run_1/final_placement.png
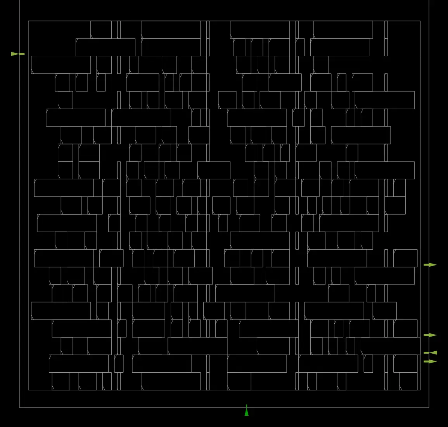
run_1/port_nets.png
Drawn at 4 px/um.
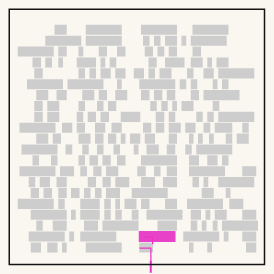
run_1/metal_stack.png
Drawn at 4 px/um. Only two layers are drawn.
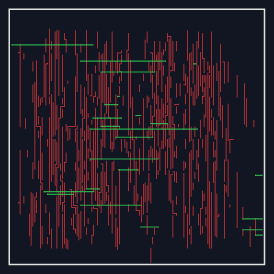
run_1/met2.png
Drawn at 8 px/um.
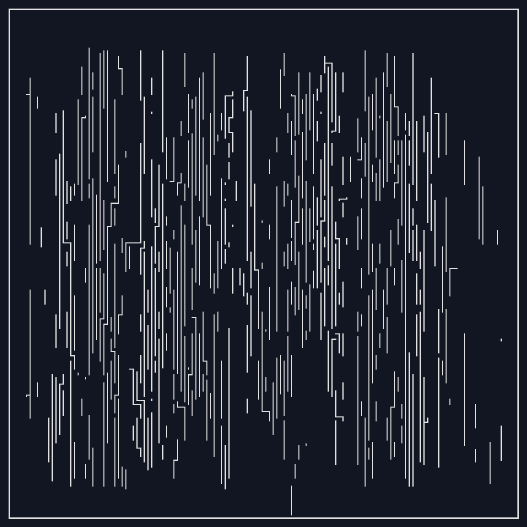
### config.mk
export PLATFORM = sky130hd
export DESIGN_NAME = btn_step_debouncer
export DESIGN_NICKNAME = d
export VERILOG_FILES = /design/src/rtl/btn_pkg.sv /design/src/rtl/btn_sync.sv /design/src/rtl/btn_step_debouncer.sv
export SDC_FILE = /design/constraint.sdc
export NUM_CORES = 1
export LEC_CHECK = 0
export CAP_MARGIN = 20
export CELL_PAD_IN_SITES_DETAIL_PLACEMENT = 1
export CELL_PAD_IN_SITES_GLOBAL_PLACEMENT = 1
export CORE_UTILIZATION = 49
export CTS_CLUSTER_DIAMETER = 60
export DETAILED_ROUTE_END_ITERATION = 6
export PLACE_DENSITY = 0.8
export SLEW_MARGIN = 15
export SYNTH_ARGS = -nofsm -noshare
export SYNTH_HDL_FRONTEND = slang
export SYNTH_HIERARCHICAL = 1
export SYNTH_SLANG_ARGS = --single-unit
### constraint.sdc
create_clock -name clk -period 5.63 [get_ports clk]
set_input_delay 1.689 -clock clk [delete_from_list [all_inputs] [get_ports clk]]
set_output_delay 1.689 -clock clk [all_outputs]
set_load 0.005 [all_outputs]
### src/rtl/btn_pkg.sv
// Shared types and sizing helper for the push-button step debouncer.
package btn_pkg;

  typedef enum logic [1:0] {IDLE, PRESS_WAIT, PRESSED, RELEASE_WAIT} btn_state_t;

  function automatic int cnt_width(input int a, input int b);
    int m;
    m = (a > b) ? a : b;
    return $clog2(m + 1);
  endfunction

endpackage

### src/rtl/btn_sync.sv
// Flop-chain synchroniser for an asynchronous input; resets to a chosen level.
module btn_sync #(
  parameter int   STAGES    = 2,
  parameter logic RESET_VAL = 1'b0
) (
  input  logic clk,
  input  logic reset,
  input  logic d,
  output logic q
);

  logic [STAGES-1:0] ff;

  always_ff @(posedge clk or negedge reset) begin
    if (!reset) ff <= {STAGES{RESET_VAL}};
    else        ff <= {ff[STAGES-2:0], d};
  end

  assign q = ff[STAGES-1];

endmodule

### src/rtl/btn_step_debouncer.sv
// Push-button debouncer producing a one-cycle step pulse and a debounced level.
// Optional hold-to-repeat stepping is enabled by defining BTN_STEP_DEBOUNCER_AUTO_REPEAT_EN.
//
// state        | meaning
// IDLE         | released, stable
// PRESS_WAIT   | input went pressed, counting stable cycles
// PRESSED      | press accepted, btn_level high
// RELEASE_WAIT | input went released, counting stable cycles
module btn_step_debouncer
  import btn_pkg::*;
#(
  parameter int SYNC_STAGES         = 2,
  parameter int DEBOUNCE_CYCLES     = 500_000,
  parameter int BTN_ACTIVE_HIGH     = 1,
  parameter int REPEAT_DELAY_CYCLES = 25_000_000,
  parameter int REPEAT_RATE_CYCLES  = 5_000_000
) (
  input  logic clk,
  input  logic reset,
  input  logic btn_raw,
  output logic step,
  output logic btn_level,
  output logic busy
);

  localparam int               CNT_W     = cnt_width(DEBOUNCE_CYCLES, REPEAT_DELAY_CYCLES);
  localparam logic [CNT_W-1:0] DEB_LAST  = CNT_W'(DEBOUNCE_CYCLES - 1);
  localparam logic [CNT_W-1:0] CNT_MAX   = '1;
  localparam logic             REL_LEVEL = (BTN_ACTIVE_HIGH != 0) ? 1'b0 : 1'b1;

  // A repeat rate of 1 would emit back-to-back steps.
  if (SYNC_STAGES < 2 || DEBOUNCE_CYCLES < 2 || REPEAT_RATE_CYCLES < 2) begin : g_param_check
    $error("btn_step_debouncer: SYNC_STAGES, DEBOUNCE_CYCLES and REPEAT_RATE_CYCLES must be >= 2");
  end

  logic       raw_sync;
  logic       p;
  btn_state_t state;
  logic [CNT_W-1:0] cnt;

  btn_sync #(
    .STAGES    (SYNC_STAGES),
    .RESET_VAL (REL_LEVEL)
  ) u_sync (
    .clk   (clk),
    .reset (reset),
    .d     (btn_raw),
    .q     (raw_sync)
  );

  assign p = (BTN_ACTIVE_HIGH != 0) ? raw_sync : ~raw_sync;

`ifdef BTN_STEP_DEBOUNCER_AUTO_REPEAT_EN
  localparam int              HOLD_W    = cnt_width(REPEAT_DELAY_CYCLES, REPEAT_RATE_CYCLES);
  localparam logic [HOLD_W-1:0] RPT_DELAY = HOLD_W'(REPEAT_DELAY_CYCLES);
  localparam logic [HOLD_W-1:0] RPT_RATE  = HOLD_W'(REPEAT_RATE_CYCLES);
  localparam logic [HOLD_W-1:0] HOLD_MAX  = '1;

  logic [HOLD_W-1:0] hold_cnt;
  logic              hold_first;
`endif

  always_ff @(posedge clk or negedge reset) begin
    if (!reset) begin
      state     <= IDLE;
      cnt       <= '0;
      step      <= 1'b0;
      btn_level <= 1'b0;
      busy      <= 1'b0;
`ifdef BTN_STEP_DEBOUNCER_AUTO_REPEAT_EN
      hold_cnt   <= '0;
      hold_first <= 1'b0;
`endif
    end else begin
      step <= 1'b0;
`ifdef BTN_STEP_DEBOUNCER_AUTO_REPEAT_EN
      // Hold counter only survives a cycle spent in PRESSED; every exit clears it.
      hold_cnt   <= '0;
      hold_first <= 1'b0;
`endif
      case (state)
        IDLE: begin
          if (p) begin
            state <= PRESS_WAIT;
            cnt   <= CNT_W'(1);
            busy  <= 1'b1;
          end
        end
        PRESS_WAIT: begin
          if (!p) begin
            state <= IDLE;
            cnt   <= '0;
            busy  <= 1'b0;
          end else if (cnt == DEB_LAST) begin
            state     <= PRESSED;
            cnt       <= '0;
            step      <= 1'b1;
            btn_level <= 1'b1;
            busy      <= 1'b0;
`ifdef BTN_STEP_DEBOUNCER_AUTO_REPEAT_EN
            hold_cnt   <= HOLD_W'(1);
            hold_first <= 1'b1;
`endif
          end else begin
            cnt <= (cnt == CNT_MAX) ? cnt : cnt + 1'b1;
          end
        end
        PRESSED: begin
          if (!p) begin
            state <= RELEASE_WAIT;
            cnt   <= CNT_W'(1);
            busy  <= 1'b1;
          end
`ifdef BTN_STEP_DEBOUNCER_AUTO_REPEAT_EN
          else if (hold_cnt == (hold_first ? RPT_DELAY : RPT_RATE)) begin
            step       <= 1'b1;
            hold_cnt   <= HOLD_W'(1);
            hold_first <= 1'b0;
          end else begin
            hold_cnt   <= (hold_cnt == HOLD_MAX) ? hold_cnt : hold_cnt + 1'b1;
            hold_first <= hold_first;
          end
`endif
        end
        RELEASE_WAIT: begin
          if (p) begin
            state <= PRESSED;
            cnt   <= '0;
            busy  <= 1'b0;
`ifdef BTN_STEP_DEBOUNCER_AUTO_REPEAT_EN
            hold_cnt   <= HOLD_W'(1);
            hold_first <= 1'b1;
`endif
          end else if (cnt == DEB_LAST) begin
            state     <= IDLE;
            cnt       <= '0;
            btn_level <= 1'b0;
            busy      <= 1'b0;
          end else begin
            cnt <= (cnt == CNT_MAX) ? cnt : cnt + 1'b1;
          end
        end
        default: begin
          state <= IDLE;
          cnt   <= '0;
          busy  <= 1'b0;
        end
      endcase
    end
  end

endmodule
==> results_dict.tcl, run 1 <==
# collected from the flow reports
set metrics [dict create \
    finalCritPeriodShare_pct 50.9 \
    largestPowerGroup "registers" \
    gr-max-usage-layer "met2" \
    regArea_sq_um 801 \
    comb_area_share_pct 48.0 \
    ctsRootBufferMaster "clkbuf_8" \
    ys.flops 32 \
    combPwrFrac_pct 6.5 \
    dr_wl_met2_um 2300 \
    yosys.area.top_type "dfrtp_1" \
    ys_sh_xor_pct 1.42 \
    die_area_sq_um 4020 \
    inverters 6 \
    crit_fanout 3 \
    cpPeakStageDelay_ps 510 \
    outcome "completed" \
    crit_start "btn_level" \
    logic_gates 151 \
    crit_family "buffers and inverters" \
    rr_endpoint "cnt[16]" \
    drv_cap 0 \
    path_clk_slew_ps 70 \
    nets 206 \
    synth_area_sq_um 1850 \
    clk-insertion-delay-late_ps 290 \
    antenna_found_initial 0 \
    fp_nets 204 \
    final-comb-area_sq_um 951 \
    portBuffers 5 \
    clock-sinks 32 \
    drv_slew 0 \
    die_y_um 63.4 \
    hold_violations 0 \
    numCtsBuffers 5 \
    area_leaders "dfrtp_1 (43%), a31oi_1 (4.7%), nand3_1 (4.6%), a21oi_1 (3.8%), nand4_1 (2.7%)" \
    crit_path_start_kind "flip-flop" \
    seq_power_w 0.000238 \
    top_register "cnt" \
    core_sq_um 3470 \
    hold_start "u_sync/ff[0]" \
    finalPower_w 0.000449 \
    mostFrequentLayoutCell "dfrtp_1" \
    cp-end-kind "output pin" \
    largest_register_ffs 25 \
    place.gp.congestion 0.860 \
    clock_area_share_pct 4.67 \
    rsz0062_at_grt "no" \
    fp_util_pct 53.3 \
    use_met3_pct 6.16 \
    hold_end "u_sync/ff[1]" \
    cp_slowest_cell "clkdlybuf4s50_1" \
    worstReg2RegStart "cnt[19]" \
    cts_tree "yes" \
    postCtsHoldBufs 0 \
    top_area_share_pct 43.3 \
    antenna_cells 0 \
    cts_buffer_depth 2 \
    area_growth_pct 7.17 \
    fa_ha_area_share_pct 0.677 \
    r2r_cells 5 \
    yosysUniqueCellTypes 44 \
    p_clk_share_pct 40.5 \
    clkbuf_count 6 \
    path_class "reg2out" \
    ant_nets 0 \
    wl_met1_um 2150 \
    aoi_share_pct 24.4 \
]
Notes on final_placement.png above:
final core area utilization: 57.1%
Tap Count: 46
Finished Layout Cells: 249
# fillers: 414
flop share of the area: 40.4%

Notes on port_nets.png above:
Key: magenta = `btn_raw` [direction input, end cells 1, buffers 1, wire 9.90 um]

Notes on metal_stack.png above:
Key: red = met2 [wire length 2300 um]; green = met3 [wire length 187 um]
drt total wl: 4740 um
gr usage total: 27.2%
DR WL/cell: 19.0 um
via count: 1696

Notes on met2.png above:
The longest straight run is 42.8 um. The wires run mostly vertical. 180 nets have wire on it.
routing usage on met2: 43.8%

run_1/gate_families.png
Drawn at 8 px/um.
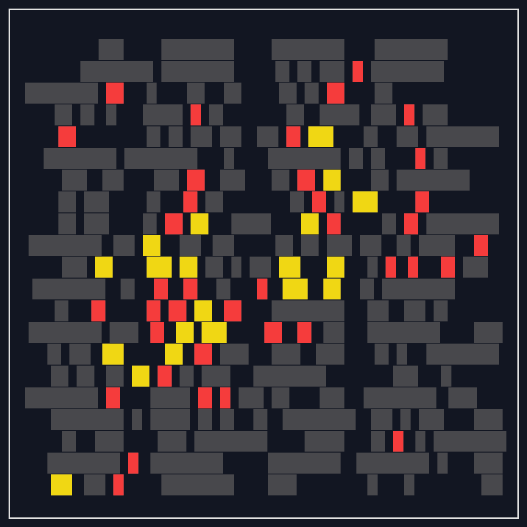

==> run 2: changes to the inputs <==
--- a/config.mk
+++ b/config.mk
@@ -8,10 +8,10 @@
 export CAP_MARGIN = 20
 export CELL_PAD_IN_SITES_DETAIL_PLACEMENT = 1
 export CELL_PAD_IN_SITES_GLOBAL_PLACEMENT = 1
-export CORE_UTILIZATION = 49
+export CORE_UTILIZATION = 42
 export CTS_CLUSTER_DIAMETER = 60
 export DETAILED_ROUTE_END_ITERATION = 6
-export PLACE_DENSITY = 0.8
+export PLACE_DENSITY = 0.73
 export SLEW_MARGIN = 15
 export SYNTH_ARGS = -nofsm -noshare
 export SYNTH_HDL_FRONTEND = slang
==> constraint.sdc (replaced) <==
create_clock -name clk -period 2.6 [get_ports clk]
set_input_delay 0.78 -clock clk [delete_from_list [all_inputs] [get_ports clk]]
set_output_delay 0.78 -clock clk [all_outputs]
set_load 0.005 [all_outputs]
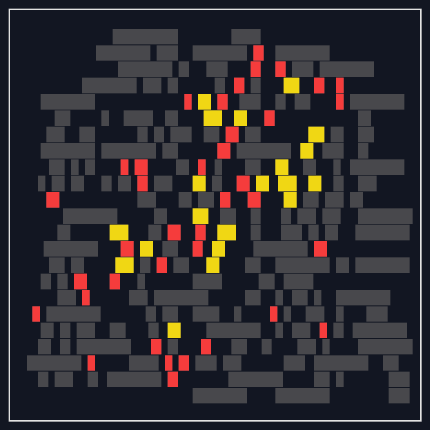
run_2/gate_families.png
Drawn at 6 px/um.
Key: yellow = AND and OR gates [cells 20]; red = NAND gates [cells 38, most used nand3_1]

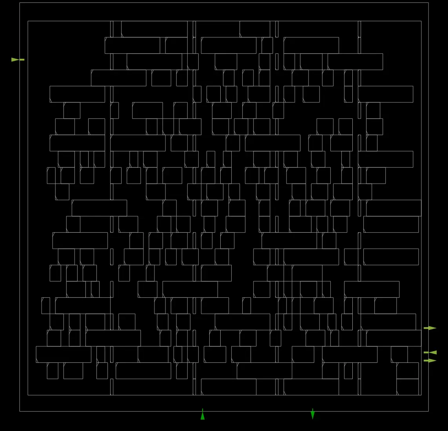
run_2/final_placement.png
Flops: 32
Core ar.: 4120 sq um
# fillers: 482

==> results_dict.tcl, run 2 <==
# collected from the flow reports
set metrics [dict create \
    logic_gates 151 \
    ys_sh_xor_pct 1.42 \
    p_per_area_nw_per_um2 524 \
    clkbuf_count 5 \
    crit_path_end "cnt[11]" \
    regArea_sq_um 801 \
    inverters 6 \
    finClkSkew_ps 6.89 \
    fa_ha_area_share_pct 0.677 \
    hold_path_class "reg2reg" \
    die_width_um 68.4 \
    grt_pass1_wl_um 8490 \
    worst_hold_slack_ps 370 \
    top_area_share_pct 43.3 \
    hold_end "u_sync/ff[1]" \
    rsz0062_at_grt "no" \
    p_clk_share_pct 45.7 \
    post_cts_resized 0 \
    portBuffers 5 \
    rr_endpoint "cnt[11]" \
    place.gp.congestion 0.921 \
    ant_nets 0 \
    clock_area_share_pct 5.43 \
    seq_power_w 0.000515 \
    maxSlewHeadroom_pct 49.7 \
    grt_max_degree 33 \
    wl_met1_um 2370 \
    hpwl_um 3600 \
    hold_violations 0 \
    area_growth_pct 10.9 \
    die_area_sq_um 4670 \
    synth_area_sq_um 1850 \
    cts_tree "yes" \
    nets 212 \
    met2_usage_pct 41.7 \
    fp_util_pct 44.9 \
    cp_slowest_cell "dfrtp_1" \
    crit_start "cnt[7]" \
    hold_start "u_sync/ff[0]" \
    comb_area_share_pct 46.4 \
    mostFrequentLayoutCell "dfrtp_1" \
    crit_family "simple AND/OR/NAND/NOR gates" \
    antenna_cells 0 \
    largestPowerGroup "registers" \
    drive_gt1_share_pct 9.09 \
    reg_top3 "cnt x25, u_sync/ff x2" \
    crit_path_start_kind "flip-flop" \
    reg2reg_slack_ps 270 \
    drv_slew 0 \
    drv_cap 0 \
    finalCritPeriodShare_pct 89.8 \
    yosys.area.top_type "dfrtp_1" \
    area_leaders "dfrtp_1 (43%), a31oi_1 (4.7%), nand3_1 (4.6%), a21oi_1 (3.8%), nand4_1 (2.7%)" \
    antenna_found_initial 0 \
    r2r_cells 6 \
    die_y_um 68.4 \
    utilization_pct 49.8 \
    setup_slack_ps 266 \
    taps 50 \
    cts_buffer_depth 2 \
    clk-insertion-delay-late_ps 300 \
    ys.flops 32 \
    switchingPower_w 0.000260 \
    cp-end-kind "flip-flop" \
    finalPower_w 0.00107 \
    path_clk_slew_ps 70 \
    cts_max_level 2 \
    seq_share_pct 39.0 \
    postCtsHoldBufs 0 \
    worstReg2RegStart "cnt[7]" \
    post_dp_cell_area_sq_um 1940 \
    largest_register_ffs 25 \
    cpPeakStageDelay_ps 460 \
    grt-ovfl-total 0 \
    switching_share_pct 24.2 \
    gr-max-usage-layer "met2" \
    path_class "reg2reg" \
    vdd_drop_max_uv 319 \
    pg_comb_w 0.0000681 \
    fin_area_sq_um 2050 \
    top_register "cnt" \
    yosysUniqueCellTypes 44 \
    clock-sinks 32 \
    use_met3_pct 5.50 \
    combPwrFrac_pct 6.3 \
    crit_fanout 19 \
    outcome "completed" \
    final_cells 259 \
    yosysChipArea_sq_um 1850 \
    timing.fmax_mhz 428 \
    warning_count 26 \
    final-comb-area_sq_um 951 \
    numCtsBuffers 5 \
    aoi_share_pct 24.4 \
    fp_nets 204 \
    ctsRootBufferMaster "clkbuf_8" \
    dr_wl_met2_um 2480 \
]
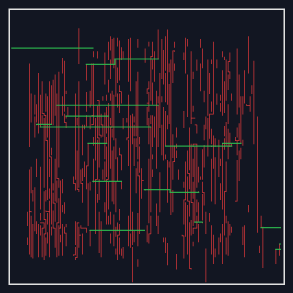
run_2/metal_stack.png
Drawn at 4 px/um. Only two layers are drawn.
Key: green = met3 [wire length 176 um]; red = met2 [wire length 2480 um]
DR WL/cell: 19.7 um
drt total wl: 5110 um
gr usage total: 25.6%
via count: 1692

